Fig. 1: routed clock nets over the placement
Scale: 6 px per um.
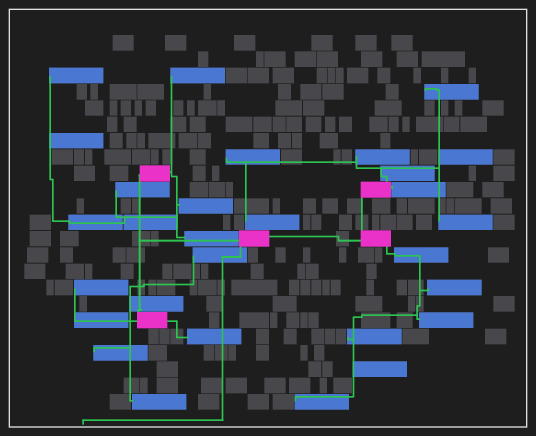
Fig. 2: nets reached from selected ports
Scale: 6 px per um.
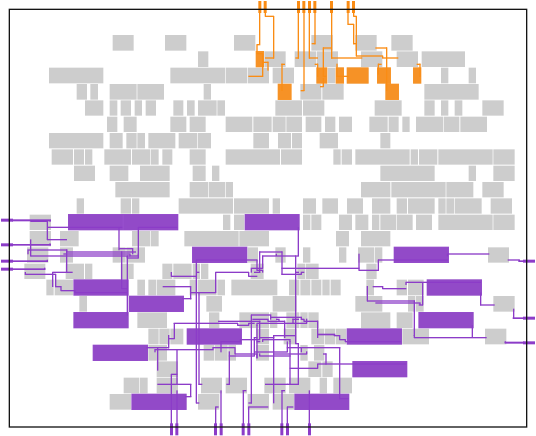
--- config.mk ---
export PLATFORM = sky130hd
export DESIGN_NAME = fetch_sequencer_flat
export DESIGN_NICKNAME = d
export VERILOG_FILES = /design/src/rtl/fetch_sequencer_if.sv /design/src/rtl/fetch_sequencer.sv /design/src/flat_wrapper.sv
export SDC_FILE = /design/constraint.sdc
export NUM_CORES = 1
export LEC_CHECK = 0
export CORE_ASPECT_RATIO = 0.8
export CORE_MARGIN = 1.5
export CORE_UTILIZATION = 34
export CTS_CLUSTER_SIZE = 24
export DETAILED_ROUTE_END_ITERATION = 16
export SLEW_MARGIN = 15
export SYNTH_ARGS = -nofsm -noshare
export SYNTH_HDL_FRONTEND = slang
export SYNTH_SLANG_ARGS = --single-unit
--- constraint.sdc ---
create_clock -name CLK -period 5.65 [get_ports CLK]
set_input_delay 1.13 -clock CLK [delete_from_list [all_inputs] [get_ports CLK]]
set_output_delay 1.13 -clock CLK [all_outputs]
set_load 0.1 [all_outputs]
--- src/rtl/fetch_sequencer_if.sv ---
// Fetch handshake and ROM address bundle between the sequencer and its environment.
// The master side drives Start, Instruction and ZERO; the sequencer is the slave.
interface fetch_sequencer_if #(
    parameter int PC_W  = 10,
    parameter int CNT_W = 16
);
    logic             Start;
    logic [8:0]       Instruction;
    logic             ZERO;
    logic [PC_W-1:0]  PC;
    logic             Run;
    logic             branch_taken;
    logic             Ack;
    logic             Timeout;
    logic [CNT_W-1:0] CycleCount;

    modport master (
        output Start, Instruction, ZERO,
        input  PC, Run, branch_taken, Ack, Timeout, CycleCount
    );

    modport slave (
        input  Start, Instruction, ZERO,
        output PC, Run, branch_taken, Ack, Timeout, CycleCount
    );
endinterface

--- src/rtl/fetch_sequencer.sv ---
// Program counter and fetch sequencing for the 9-bit core: start/ack handshake,
// branch/halt decode, watchdog timeout and saturating run-cycle counter.
//
//   state | meaning
//   IDLE  | after reset, waiting for Start
//   LOAD  | Start held, PC/counter/timeout cleared to start values
//   RUN   | executing one instruction per cycle
//   DONE  | halted or watchdog fired, results held until next Start
module fetch_sequencer #(
    parameter int             PC_W       = 10,
    parameter int             START_ADDR = 0,
    parameter logic [3:0]     BRC_OP     = 4'b0111,
    parameter logic [3:0]     HALT_OP    = 4'b1111,
    parameter int             TIMEOUT    = 1023,
    parameter int             CNT_W      = 16
) (
    input logic                CLK,
    input logic                Reset,
    fetch_sequencer_if.slave   bus
);

    typedef enum logic [1:0] {IDLE, LOAD, RUN, DONE} state_t;

    localparam logic [PC_W-1:0]  PC_START = PC_W'(START_ADDR);
    localparam logic [CNT_W-1:0] CNT_MAX  = '1;
    localparam logic [CNT_W-1:0] CNT_LAST = CNT_W'(TIMEOUT - 1);

    state_t           state;
    logic [PC_W-1:0]  pc;
    logic [CNT_W-1:0] cycle_cnt;
    logic             timeout_q;

    logic [3:0]       opcode;
    logic             is_halt;
    logic             is_brc;
    logic             take_branch;
    logic [PC_W-1:0]  offset;
    logic [CNT_W-1:0] cnt_next;

    assign opcode      = bus.Instruction[8:5];
    assign is_halt     = (opcode == HALT_OP);
    assign is_brc      = (opcode == BRC_OP);
    assign take_branch = (state == RUN) && is_brc && bus.ZERO;
    assign offset      = {{(PC_W-5){bus.Instruction[4]}}, bus.Instruction[4:0]};
    assign cnt_next    = (cycle_cnt == CNT_MAX) ? cycle_cnt : cycle_cnt + CNT_W'(1);

    always_ff @(posedge CLK or negedge Reset) begin
        if (!Reset) begin
            state     <= IDLE;
            pc        <= PC_START;
            cycle_cnt <= '0;
            timeout_q <= 1'b0;
        end else begin
            case (state)
                IDLE: begin
                    if (bus.Start) begin
                        state     <= LOAD;
                        pc        <= PC_START;
                        cycle_cnt <= '0;
                        timeout_q <= 1'b0;
                    end
                end
                LOAD: begin
                    pc        <= PC_START;
                    cycle_cnt <= '0;
                    timeout_q <= 1'b0;
                    if (!bus.Start) state <= RUN;
                end
                RUN: begin
                    // Restart outranks halt and the watchdog
                    if (bus.Start) begin
                        state     <= LOAD;
                        pc        <= PC_START;
                        cycle_cnt <= '0;
                        timeout_q <= 1'b0;
                    end else begin
                        cycle_cnt <= cnt_next;
                        if (is_halt) begin
                            state <= DONE;
                        end else if (cycle_cnt == CNT_LAST) begin
                            state     <= DONE;
                            timeout_q <= 1'b1;
                        end else if (take_branch) begin
                            pc <= pc + offset;
                        end else begin
                            pc <= pc + PC_W'(1);
                        end
                    end
                end
                DONE: begin
                    if (bus.Start) begin
                        state     <= LOAD;
                        pc        <= PC_START;
                        cycle_cnt <= '0;
                        timeout_q <= 1'b0;
                    end
                end
                default: state <= IDLE;
            endcase
        end
    end

    assign bus.PC           = pc;
    assign bus.Run          = (state == RUN);
    assign bus.Ack          = (state == DONE);
    assign bus.Timeout      = timeout_q;
    assign bus.CycleCount   = cycle_cnt;
    assign bus.branch_taken = take_branch;

endmodule

--- src/flat_wrapper.sv ---
// flat-port wrapper written by rule: the top's interface ports become plain ports
module fetch_sequencer_flat 
#(
    parameter int             PC_W       = 10,
    parameter int             START_ADDR = 0,
    parameter logic [3:0]     BRC_OP     = 4'b0111,
    parameter logic [3:0]     HALT_OP    = 4'b1111,
    parameter int             TIMEOUT    = 1023,
    parameter int             CNT_W      = 16
)
  (CLK, Reset, bus_Start, bus_Instruction, bus_ZERO, bus_PC, bus_Run, bus_branch_taken, bus_Ack, bus_Timeout, bus_CycleCount);
  fetch_sequencer_if #(.PC_W(PC_W), .CNT_W(CNT_W)) bus_i ();
  input logic CLK;
  input logic Reset;
  input wire logic [$bits(bus_i.Start)-1:0] bus_Start;
  input wire logic [$bits(bus_i.Instruction)-1:0] bus_Instruction;
  input wire logic [$bits(bus_i.ZERO)-1:0] bus_ZERO;
  output wire logic [$bits(bus_i.PC)-1:0] bus_PC;
  output wire logic [$bits(bus_i.Run)-1:0] bus_Run;
  output wire logic [$bits(bus_i.branch_taken)-1:0] bus_branch_taken;
  output wire logic [$bits(bus_i.Ack)-1:0] bus_Ack;
  output wire logic [$bits(bus_i.Timeout)-1:0] bus_Timeout;
  output wire logic [$bits(bus_i.CycleCount)-1:0] bus_CycleCount;
  assign bus_i.Start = bus_Start;
  assign bus_i.Instruction = bus_Instruction;
  assign bus_i.ZERO = bus_ZERO;
  assign bus_PC = bus_i.PC;
  assign bus_Run = bus_i.Run;
  assign bus_branch_taken = bus_i.branch_taken;
  assign bus_Ack = bus_i.Ack;
  assign bus_Timeout = bus_i.Timeout;
  assign bus_CycleCount = bus_i.CycleCount;
  fetch_sequencer #(.PC_W(PC_W), .START_ADDR(START_ADDR), .BRC_OP(BRC_OP), .HALT_OP(HALT_OP), .TIMEOUT(TIMEOUT), .CNT_W(CNT_W)) u_core (.CLK(CLK), .Reset(Reset), .bus(bus_i));
endmodule
==> results.py <==
# Generated from Yosys and OpenROAD reports
metrics = {
    "logic_synthesis": {
        "synth_nets": 236,
        "synth_flops": 29,
        "synthCells": 208,
        "syn_area_mm2": 0.00187,
        "async_flop_share_pct": 100,
        "ff_type": "dfrtp_1",
        "ys_area_mm2": 0.00187,
        "ys_types": 44,
        "avgSynthCellArea_um2": 9.01,
        "synth_seq_share_pct": 38.7,
        "yosysCellCount": 208,
        "edf_count": 0,
        "yosysWarnings": 0,
    },
    "clocking": {
        "cts_inserted_buffers": 5,
        "cts-resized-gates": 0,
        "clk_pin_slew_ps": 60,
        "ctsRootBufferMaster": "clkbuf_8",
        "cts_buffer_depth": 2,
        "postCtsSetupRepairBufs": 0,
        "ctsHtreeMaxLevel": 2,
        "cts_tree": "yes",
        "ctsHoldBuffers": 0,
        "cts.sinks": 29,
    },
    "route": {
        "drc": 0,
        "drtAntennaViolNets": 0,
        "routed_via_density": 5.13,
        "dr.pass1.iters": 4,
        "wirelength_mm": 4.37,
        "wire_per_inst_um": 13.7,
        "drtIter0Drc": 83,
        "vias": 1638,
    },
    "sta": {
        "finalMaxSlewViolations": 0,
        "slew_headroom_pct": 34.8,
        "finalWorstSetupSlack_ps": 1290,
        "rsz0062_at_grt": "false",
        "post-route-period-util_pct": 77.1,
        "worst_slew_pin_slew_ps": 975,
        "setup_viol_count_final": 0,
        "setup_tns_ps": 0,
        "fmax_mhz": 230,
        "finalHoldViolCount": 0,
        "fin_skew_ps": 4.88,
        "period_minus_slack_ps": 4360,
    },
    "finish": {
        "finalNonFillerCells": 319,
        "area_growth_pct": 31.8,
        "nNetsFinal": 285,
        "fillers": 507,
        "final_layout_size_suffix_gt1_share_pct": 5.84,
        "diodes": 0,
    },
    "critical_path": {
        "critical-path-max-stage-delay_ps": 1210,
        "arrival_ps": 3230,
        "worstPathRequired_ps": 4520,
        "crit_chain": "clkdlybuf4s50_1 -> nand3_1 -> nor3_2 -> clkdlybuf4s50_1",
        "critical_path_class": "in2out",
        "cp_max_fo": 6,
        "critPathLaunchType": "input pin",
        "slowest_stage": "clkdlybuf4s50_1",
        "worstSetupEndpointType": "output pin",
        "crit_top_cell": "clkdlybuf4s50_1",
        "rr_worst_depth": 13,
    },
    "die": {
        "core_area_mm2": 0.00515,
        "pin_count": 43,
        "core_util_floorplan_pct": 36.4,
        "rows": 23,
        "chip_area_mm2": 0.00597,
        "die_w_um": 86.0,
        "die_h_um": 69.4,
    },
    "place": {
        "place_congestion": 0.807,
        "portBuffers": 42,
        "placed_cells": 312,
        "dp_hpwl_mm": 3.27,
        "place_ws_ps": 1280,
    },
    "global_routing": {
        "antenna_found_initial": 0,
        "grt_pass1_wl_mm": 7.35,
        "grt_use_total_pct": 15.6,
        "grt_pass1_vias": 1481,
        "grt_overflow_total": 0,
        "grt_max_degree": 30,
    },
    "pwr": {
        "irDropWorstVdd_mv": 0.143,
        "power.leakage_nw": 1.01,
        "p_per_area_mw_per_mm2": 241,
    },
    "outcome": {
        "outcome": "complete, no violations",
    },
    "min_path": {
        "hp-class": "reg2reg",
        "whs_path_depth": 2,
    },
    "flow_run": {
        "warnings": 29,
        "cap_violations": 0,
    },
}
-- Fig. 1 (at the start) --
[cells driving clock nets] magenta | count: 5
[flip-flops] blue | count: 29
[clock wires] green | length: 415 um
routed clock nets	6
Clk Latency, worst-skew pair: 270 ps
Clk network pwr share: 28.7%

-- Fig. 2 (at the start) --
port	colour	bits	direction	edge	end cells	buffers	wire
bus_CycleCount	purple	16	output	9 bottom, 4 left, 3 right	16	16	723 um
bus_Instruction	orange	9	input	top	8	9	132 um

-- cell type report --
cell class / count / area [um2] / area share, %
multi-input cells: 166 / 1100 / 44.7
flip-flops and latches: 29 / 726 / 29.4
clock buffers: 7 / 86.3 / 3.50
inverters: 11 / 41.3 / 1.67
well taps: 62 / 77.6 / 3.14
repair buffers: 44 / 435 / 17.6
-- flip-flops by register name (all words and copies together) (netlist names) --
signal	count
u_core.state	2
u_core.bus.CycleCount	16
u_core.bus.PC	10
u_core.bus.Timeout	1
-- path summary, 6_finish.rpt --
check                                        start                         to  slack, ps
worst max register to register     u_core.state[0]           u_core.bus.PC[9]       2500
max in group asynchronous                    Reset   u_core.bus.CycleCount[2]       4120
worst min-delay path            u_core.bus.Timeout         u_core.bus.Timeout        530
worst max-delay path            bus_Instruction[7]           bus_branch_taken       1290
worst min register to register  u_core.bus.Timeout         u_core.bus.Timeout        530
min in group asynchronous                    Reset  u_core.bus.CycleCount[14]       1240
-- through the flow --
stage	utilization (%)	hold WS, ps	total power, mW	area [um2]
after global placement	46.2	515	0.426	2380
final	47.9	526	0.595	2470
after floorplan	-	546	0.375	1880
after detailed placement	46.2	513	0.427	2380
after global routing	47.9	549	0.630	2470
after CTS	47.9	534	0.604	2470
-- report_power, final --
group	internal [mW]	switching, mW
registers	0.216	0.00994
clock network	0.0964	0.0745
logic	0.0563	0.141
-- synthesized netlist by cell type (all sizes together) (6+ instances only) --
library cell | number | share of area, %
a21oi | 13 | 4.1
dfrtp | 29 | 39
ha | 14 | 9.4
inv | 11 | 2.2
nand2 | 24 | 4.8
nand4 | 6 | 2.0
nor2 | 19 | 3.8
nor3 | 6 | 1.6
o21ai | 17 | 4.5
or3 | 8 | 2.7
xor2 | 9 | 4.2
-- kinds of logic after synthesis --
logic type	Yosys count	share of synthesized area [%]
AND-OR/OR-AND	53	18.3
AND/OR/NAND/NOR	85	23.8
adder cells (fa/ha/maj)	15	10.4
flip-flops	29	38.7
buffers and inverters	13	2.67
XOR/XNOR	13	6.08
-- critical path: cells and delay by family --
kind                   cells  cell delay [ps]
and+or+nand+nor            2              430
buffers and inverters      2             1660
-- cell usage in the layout (no fill, tap or decap), types with 8 or more instances in the layout --
cell | synthesis | routed
a21oi_1 | 12 | 12
xor2_1 | 9 | 9
inv_1 | 9 | 9
clkdlybuf4s50_1 | 0 | 42
or3_1 | 8 | 8
o21ai_1 | 14 | 14
nor2_1 | 19 | 19
nand2_1 | 24 | 24
dfrtp_1 | 29 | 29
ha_1 | 14 | 14
-- routing by layer --
layer  GRT usage [%]  wire [um]  vias to the layer above
met5               0          0                        -
met4            4.84         49                        0
met3            3.45        155                        5
met2            20.9       1780                       32
met1            24.4       2380                      757
li1                -          -                      844
No activity file was given, so power comes from the tool's default toggle rates.
